==> src/rtl/move_eval_pkg.sv <==
// Shared types, edge tables and move helpers for the TSP move evaluator.
package move_eval_pkg;

  typedef enum logic [1:0] {
    IDLE  = 2'd0,
    FEED  = 2'd1,
    DRAIN = 2'd2,
    CMP   = 2'd3
  } state_t;

  typedef enum logic {
    MV_SWAP = 1'b0,
    MV_2OPT = 1'b1
  } mode_t;

  localparam int N_EDGES_SWAP = 4;
  localparam int N_EDGES_2OPT = 2;

  // Endpoint pair {a,b} (0-based point indices) for issue slot idx; old edges come first.
  function automatic logic [5:0] edge_pair(input mode_t mode, input logic [2:0] idx);
    logic [5:0] pair;
    pair = 6'd0;
    if (mode == MV_SWAP) begin
      case (idx)
        3'd0:    pair = {3'd0, 3'd1};
        3'd1:    pair = {3'd1, 3'd2};
        3'd2:    pair = {3'd3, 3'd4};
        3'd3:    pair = {3'd4, 3'd5};
        3'd4:    pair = {3'd0, 3'd4};
        3'd5:    pair = {3'd4, 3'd2};
        3'd6:    pair = {3'd3, 3'd1};
        3'd7:    pair = {3'd1, 3'd5};
        default: pair = {3'd0, 3'd0};
      endcase
    end else begin
      case (idx)
        3'd0:    pair = {3'd0, 3'd1};
        3'd1:    pair = {3'd3, 3'd4};
        3'd2:    pair = {3'd0, 3'd3};
        3'd3:    pair = {3'd1, 3'd4};
        default: pair = {3'd0, 3'd0};
      endcase
    end
    return pair;
  endfunction

endpackage

==> src/rtl/move_eval_if.sv <==
// Request/result bundle between tour fetch and the move evaluator.
interface move_eval_if #(
  parameter int COORD_W = 32,
  parameter int DIST_W  = 32
);
  logic                start;
  logic                mode;
  logic [DIST_W+2:0]   thr;
  logic [COORD_W-1:0]  px [6];
  logic [COORD_W-1:0]  py [6];
  logic                busy;
  logic                done;
  logic                res;
  logic [DIST_W+2:0]   gain;

  modport master (output start, mode, thr, px, py, input busy, done, res, gain);
  modport slave  (input start, mode, thr, px, py, output busy, done, res, gain);
endinterface

==> src/rtl/move_eval_dist_pipe.sv <==
// Registered-input Manhattan distance unit with DIST_LAT extra stages;
// a valid bit and an old/new tag travel alongside each result.
module move_eval_dist_pipe #(
  parameter int COORD_W  = 32,
  parameter int DIST_W   = 32,
  parameter int DIST_LAT = 0
) (
  input  logic               clk,
  input  logic               rst_n,
  input  logic               i_valid,
  input  logic               i_tag,
  input  logic [COORD_W-1:0] i_ax,
  input  logic [COORD_W-1:0] i_ay,
  input  logic [COORD_W-1:0] i_bx,
  input  logic [COORD_W-1:0] i_by,
  output logic               o_valid,
  output logic               o_tag,
  output logic [DIST_W-1:0]  o_dist
);
  localparam int SW = (COORD_W + 1 > DIST_W) ? COORD_W + 1 : DIST_W;

  logic               r_valid, r_tag;
  logic [COORD_W-1:0] r_ax, r_ay, r_bx, r_by;
  logic [COORD_W-1:0] w_dx, w_dy;
  logic [SW-1:0]      w_sum;
  logic               w_ovf;
  logic [DIST_W-1:0]  w_dist;

  // Input register stage of the distance unit.
  always_ff @(posedge clk or negedge rst_n) begin
    if (!rst_n) begin
      r_valid <= 1'b0;
      r_tag   <= 1'b0;
      r_ax    <= {COORD_W{1'b0}};
      r_ay    <= {COORD_W{1'b0}};
      r_bx    <= {COORD_W{1'b0}};
      r_by    <= {COORD_W{1'b0}};
    end else begin
      r_valid <= i_valid;
      r_tag   <= i_tag;
      if (i_valid) begin
        r_ax <= i_ax;
        r_ay <= i_ay;
        r_bx <= i_bx;
        r_by <= i_by;
      end
    end
  end

  assign w_dx   = (r_ax >= r_bx) ? (r_ax - r_bx) : (r_bx - r_ax);
  assign w_dy   = (r_ay >= r_by) ? (r_ay - r_by) : (r_by - r_ay);
  assign w_sum  = SW'(w_dx) + SW'(w_dy);
  // Saturate rather than wrap if the metric outgrows the result width.
  assign w_ovf  = |(w_sum >> DIST_W);
  assign w_dist = w_ovf ? {DIST_W{1'b1}} : w_sum[DIST_W-1:0];

  generate
    if (DIST_LAT == 0) begin : g_nolat
      assign o_valid = r_valid;
      assign o_tag   = r_tag;
      assign o_dist  = w_dist;
    end else begin : g_lat
      logic [DIST_W-1:0] r_dly  [DIST_LAT];
      logic              r_vdly [DIST_LAT];
      logic              r_tdly [DIST_LAT];

      // Extra latency stages; data, valid and tag shift together.
      always_ff @(posedge clk or negedge rst_n) begin
        if (!rst_n) begin
          for (int i = 0; i < DIST_LAT; i++) begin
            r_dly[i]  <= {DIST_W{1'b0}};
            r_vdly[i] <= 1'b0;
            r_tdly[i] <= 1'b0;
          end
        end else begin
          r_dly[0]  <= w_dist;
          r_vdly[0] <= r_valid;
          r_tdly[0] <= r_tag;
          for (int i = 1; i < DIST_LAT; i++) begin
            r_dly[i]  <= r_dly[i-1];
            r_vdly[i] <= r_vdly[i-1];
            r_tdly[i] <= r_tdly[i-1];
          end
        end
      end

      assign o_valid = r_vdly[DIST_LAT-1];
      assign o_tag   = r_tdly[DIST_LAT-1];
      assign o_dist  = r_dly[DIST_LAT-1];
    end
  endgenerate

endmodule

==> src/rtl/move_eval.sv <==
// TSP move evaluator: feeds removed/added edges through one distance unit,
// then reports gain = sum_old - sum_new and a strict accept against thr.
module move_eval
  import move_eval_pkg::*;
#(
  parameter int COORD_W  = 32,
  parameter int DIST_W   = 32,
  parameter int DIST_LAT = 0
) (
  input logic        clk,
  input logic        rst_n,
  move_eval_if.slave bus
);
  localparam int GW   = DIST_W + 3;
  localparam int SUMW = DIST_W + 2;
  localparam int CW   = (DIST_LAT > 0) ? $clog2(DIST_LAT + 1) : 1;

  state_t             r_state;
  mode_t              r_mode;
  logic [2:0]         r_idx;
  logic [CW-1:0]      r_drain_cnt;
  logic [COORD_W-1:0] r_px [6];
  logic [COORD_W-1:0] r_py [6];
  logic [GW-1:0]      r_thr, r_gain;
  logic [SUMW-1:0]    r_sum_old, r_sum_new;
  logic               r_busy, r_done, r_res;

  logic [5:0]         w_pair;
  logic [2:0]         w_a, w_b, w_last_idx;
  logic               w_is_new, w_accept;
  logic               w_pv, w_ptag;
  logic [DIST_W-1:0]  w_pdist;
  logic [GW-1:0]      w_gain;

  assign w_pair     = edge_pair(r_mode, r_idx);
  assign w_a        = w_pair[5:3];
  assign w_b        = w_pair[2:0];
  assign w_last_idx = (r_mode == MV_SWAP) ? 3'(2 * N_EDGES_SWAP - 1) : 3'(2 * N_EDGES_2OPT - 1);
  assign w_is_new   = (r_mode == MV_SWAP) ? (r_idx >= 3'(N_EDGES_SWAP)) : (r_idx >= 3'(N_EDGES_2OPT));
  // The done cycle is already IDLE, so a start there must be masked explicitly.
  assign w_accept   = (r_state == IDLE) && bus.start && !r_done;
  assign w_gain     = GW'(r_sum_old) - GW'(r_sum_new);

  move_eval_dist_pipe #(
    .COORD_W (COORD_W),
    .DIST_W  (DIST_W),
    .DIST_LAT(DIST_LAT)
  ) u_dist (
    .clk    (clk),
    .rst_n  (rst_n),
    .i_valid(r_state == FEED),
    .i_tag  (w_is_new),
    .i_ax   (r_px[w_a]),
    .i_ay   (r_py[w_a]),
    .i_bx   (r_px[w_b]),
    .i_by   (r_py[w_b]),
    .o_valid(w_pv),
    .o_tag  (w_ptag),
    .o_dist (w_pdist)
  );

  // Control FSM, accumulators and registered result outputs.
  always_ff @(posedge clk or negedge rst_n) begin
    if (!rst_n) begin
      r_state     <= IDLE;
      r_mode      <= MV_SWAP;
      r_idx       <= 3'd0;
      r_drain_cnt <= {CW{1'b0}};
      r_thr       <= {GW{1'b0}};
      r_gain      <= {GW{1'b0}};
      r_sum_old   <= {SUMW{1'b0}};
      r_sum_new   <= {SUMW{1'b0}};
      r_busy      <= 1'b0;
      r_done      <= 1'b0;
      r_res       <= 1'b0;
      for (int i = 0; i < 6; i++) begin
        r_px[i] <= {COORD_W{1'b0}};
        r_py[i] <= {COORD_W{1'b0}};
      end
    end else begin
      r_done <= 1'b0;
      if (w_pv) begin
        if (w_ptag) r_sum_new <= r_sum_new + SUMW'(w_pdist);
        else        r_sum_old <= r_sum_old + SUMW'(w_pdist);
      end
      case (r_state)
        IDLE: begin
          if (w_accept) begin
            r_mode    <= mode_t'(bus.mode);
            r_thr     <= bus.thr;
            r_px      <= bus.px;
            r_py      <= bus.py;
            r_sum_old <= {SUMW{1'b0}};
            r_sum_new <= {SUMW{1'b0}};
            r_idx     <= 3'd0;
            r_busy    <= 1'b1;
            r_state   <= FEED;
          end
        end
        FEED: begin
          r_idx <= r_idx + 3'd1;
          if (r_idx == w_last_idx) begin
            r_drain_cnt <= {CW{1'b0}};
            r_state     <= DRAIN;
          end
        end
        DRAIN: begin
          r_drain_cnt <= r_drain_cnt + CW'(1);
          if (r_drain_cnt == CW'(DIST_LAT)) r_state <= CMP;
        end
        CMP: begin
          r_gain  <= w_gain;
          r_res   <= ($signed(w_gain) > $signed(r_thr));
          r_done  <= 1'b1;
          r_busy  <= 1'b0;
          r_state <= IDLE;
        end
        default: r_state <= IDLE;
      endcase
    end
  end

  assign bus.busy = r_busy;
  assign bus.done = r_done;
  assign bus.res  = r_res;
  assign bus.gain = r_gain;

endmodule

==> src/flat_wrapper.sv <==
// flat-port wrapper written by rule: the top's interface ports become plain ports
module move_eval_flat import move_eval_pkg::*;
#(
  parameter int COORD_W  = 32,
  parameter int DIST_W   = 32,
  parameter int DIST_LAT = 0
)
  (clk, rst_n, bus_start, bus_mode, bus_thr, bus_px, bus_py, bus_busy, bus_done, bus_res, bus_gain);
  move_eval_if #(.COORD_W(COORD_W), .DIST_W(DIST_W)) bus_i ();
  input logic clk;
  input logic rst_n;
  input wire logic [$bits(bus_i.start)-1:0] bus_start;
  input wire logic [$bits(bus_i.mode)-1:0] bus_mode;
  input wire logic [$bits(bus_i.thr)-1:0] bus_thr;
  input wire logic [$bits(bus_i.px)-1:0] bus_px;
  input wire logic [$bits(bus_i.py)-1:0] bus_py;
  output wire logic [$bits(bus_i.busy)-1:0] bus_busy;
  output wire logic [$bits(bus_i.done)-1:0] bus_done;
  output wire logic [$bits(bus_i.res)-1:0] bus_res;
  output wire logic [$bits(bus_i.gain)-1:0] bus_gain;
  assign bus_i.start = bus_start;
  assign bus_i.mode = bus_mode;
  assign bus_i.thr = bus_thr;
  assign bus_i.px = {>>{bus_px}};
  assign bus_i.py = {>>{bus_py}};
  assign bus_busy = bus_i.busy;
  assign bus_done = bus_i.done;
  assign bus_res = bus_i.res;
  assign bus_gain = bus_i.gain;
  move_eval #(.COORD_W(COORD_W), .DIST_W(DIST_W), .DIST_LAT(DIST_LAT)) u_core (.clk(clk), .rst_n(rst_n), .bus(bus_i));
endmodule
==> config.mk <==
export PLATFORM = sky130hd
export DESIGN_NAME = move_eval_flat
export DESIGN_NICKNAME = d
export VERILOG_FILES = /design/src/rtl/move_eval_pkg.sv /design/src/rtl/move_eval_if.sv /design/src/rtl/move_eval_dist_pipe.sv /design/src/rtl/move_eval.sv /design/src/flat_wrapper.sv
export SDC_FILE = /design/constraint.sdc
export NUM_CORES = 2
export LEC_CHECK = 0
export ABC_AREA = 1
export CAP_MARGIN = 30
export CORE_MARGIN = 4
export CORE_UTILIZATION = 40
export CTS_BUF_LIST = sky130_fd_sc_hd__clkbuf_2
export CTS_CLUSTER_DIAMETER = 120
export DETAILED_ROUTE_END_ITERATION = 12
export GPL_TIMING_DRIVEN = 0
export PLACE_DENSITY = 0.58
export REMOVE_ABC_BUFFERS = 1
export SYNTH_ARGS = -nofsm -noshare
export SYNTH_HDL_FRONTEND = slang
export SYNTH_SLANG_ARGS = --single-unit
==> constraint.sdc <==
create_clock -name clk -period 5.8 [get_ports clk]
set_input_delay 0.87 -clock clk [delete_from_list [all_inputs] [get_ports clk]]
set_output_delay 0.87 -clock clk [all_outputs]
set_load 0.02 [all_outputs]
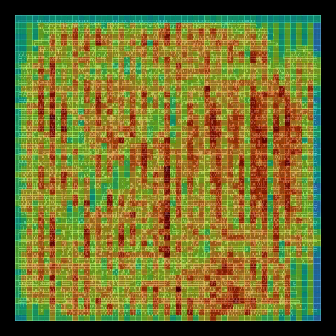
(routing congestion)
met2 Usage GRT: 47.2%
per-cell routed wire length: 17.3 µm
M3 GR Usage: 3.49%
busiest grt layer: met2
post-layout util: 52.8%

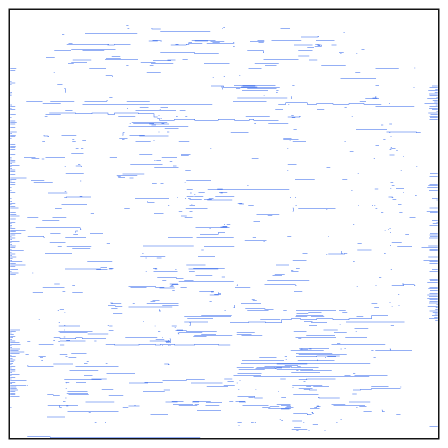
(metal 3)
wire length on this layer: 8750 µm
main direction: horizontal

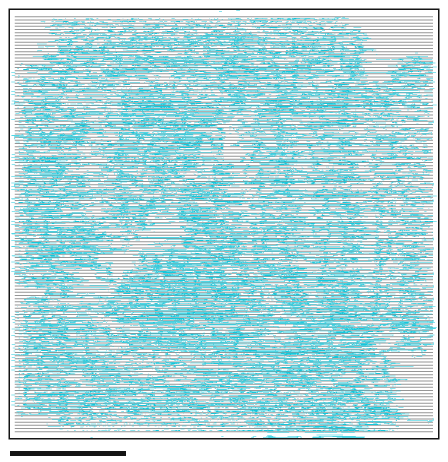
(signal wires on met1)
Bar = 100 µm. Supply wires on this layer in gray.
wire length on this layer: 83.2 mm
nets with wire on the layer: 9184
main direction: horizontal

## worst max-delay path: cells and delay by family, from the launching register on
kind | cells | cell delay (ns)
buf+inv | 7 | 0.77
flops | 1 | 0.44
simple gates | 20 | 2.29
fa+ha+maj | 4 | 1.16
compound gates | 5 | 0.74
## what timing repair did
item,4_1_cts,5_1_grt
gates resized,212,327
hold buffers,439,0
cloned,5,2
setup endpoints to repair,68,60
buffers inserted,26,42
hold endpoints to repair,689,0
pin swaps,17,47
## cell type report
cell class | instances | area share, %
well taps | 1729 | 3.20
inverters | 1359 | 7.57
repair buffers | 1021 | 16.1
diodes | 6 | 0.0222
clock inverters | 37 | 0.326
clock buffers | 280 | 2.07
flip-flops and latches | 662 | 24.5
multi-input cells | 5898 | 46.2
==> deck_impl_summary.md <==
Implementation Results

Run
  – Max-cap violations: 0

Cells and area
  – Gate Area: 31200 µm²
  – Post-route cell area: 67600 µm²

Synthesis
  – YS warnings: 0
  – Mux frac, synth: 0%
  – Avg Cell Area, Syn: 6.28 µm²
  – Cell type with the largest total area: dfrtp_1
  – Dominant combinational family: simple AND/OR/NAND/NOR gates

Die
  – Ports: 461
  – Fp_density: 40.4%

STA
  – # setup viols final: 0
  – Max Freq: 178 MHz

Detailed routing
  – Final WL: 190000 µm

Worst setup path
  – Critical Path RT: 7.20 ns
  – Crit path from: u_core.u_dist.r_ax[12]$_DFFE_PN0P_
  – Max stage delay on crit path: 0.44 ns

Clocking
  – Insertion Delay late pin: 1.63 ns

Status
  – Status: finished, final reports clean

Place
  – Post-DP Area: 58400 µm²

Hold path
  – Hold crit path type: primary input to flip-flop
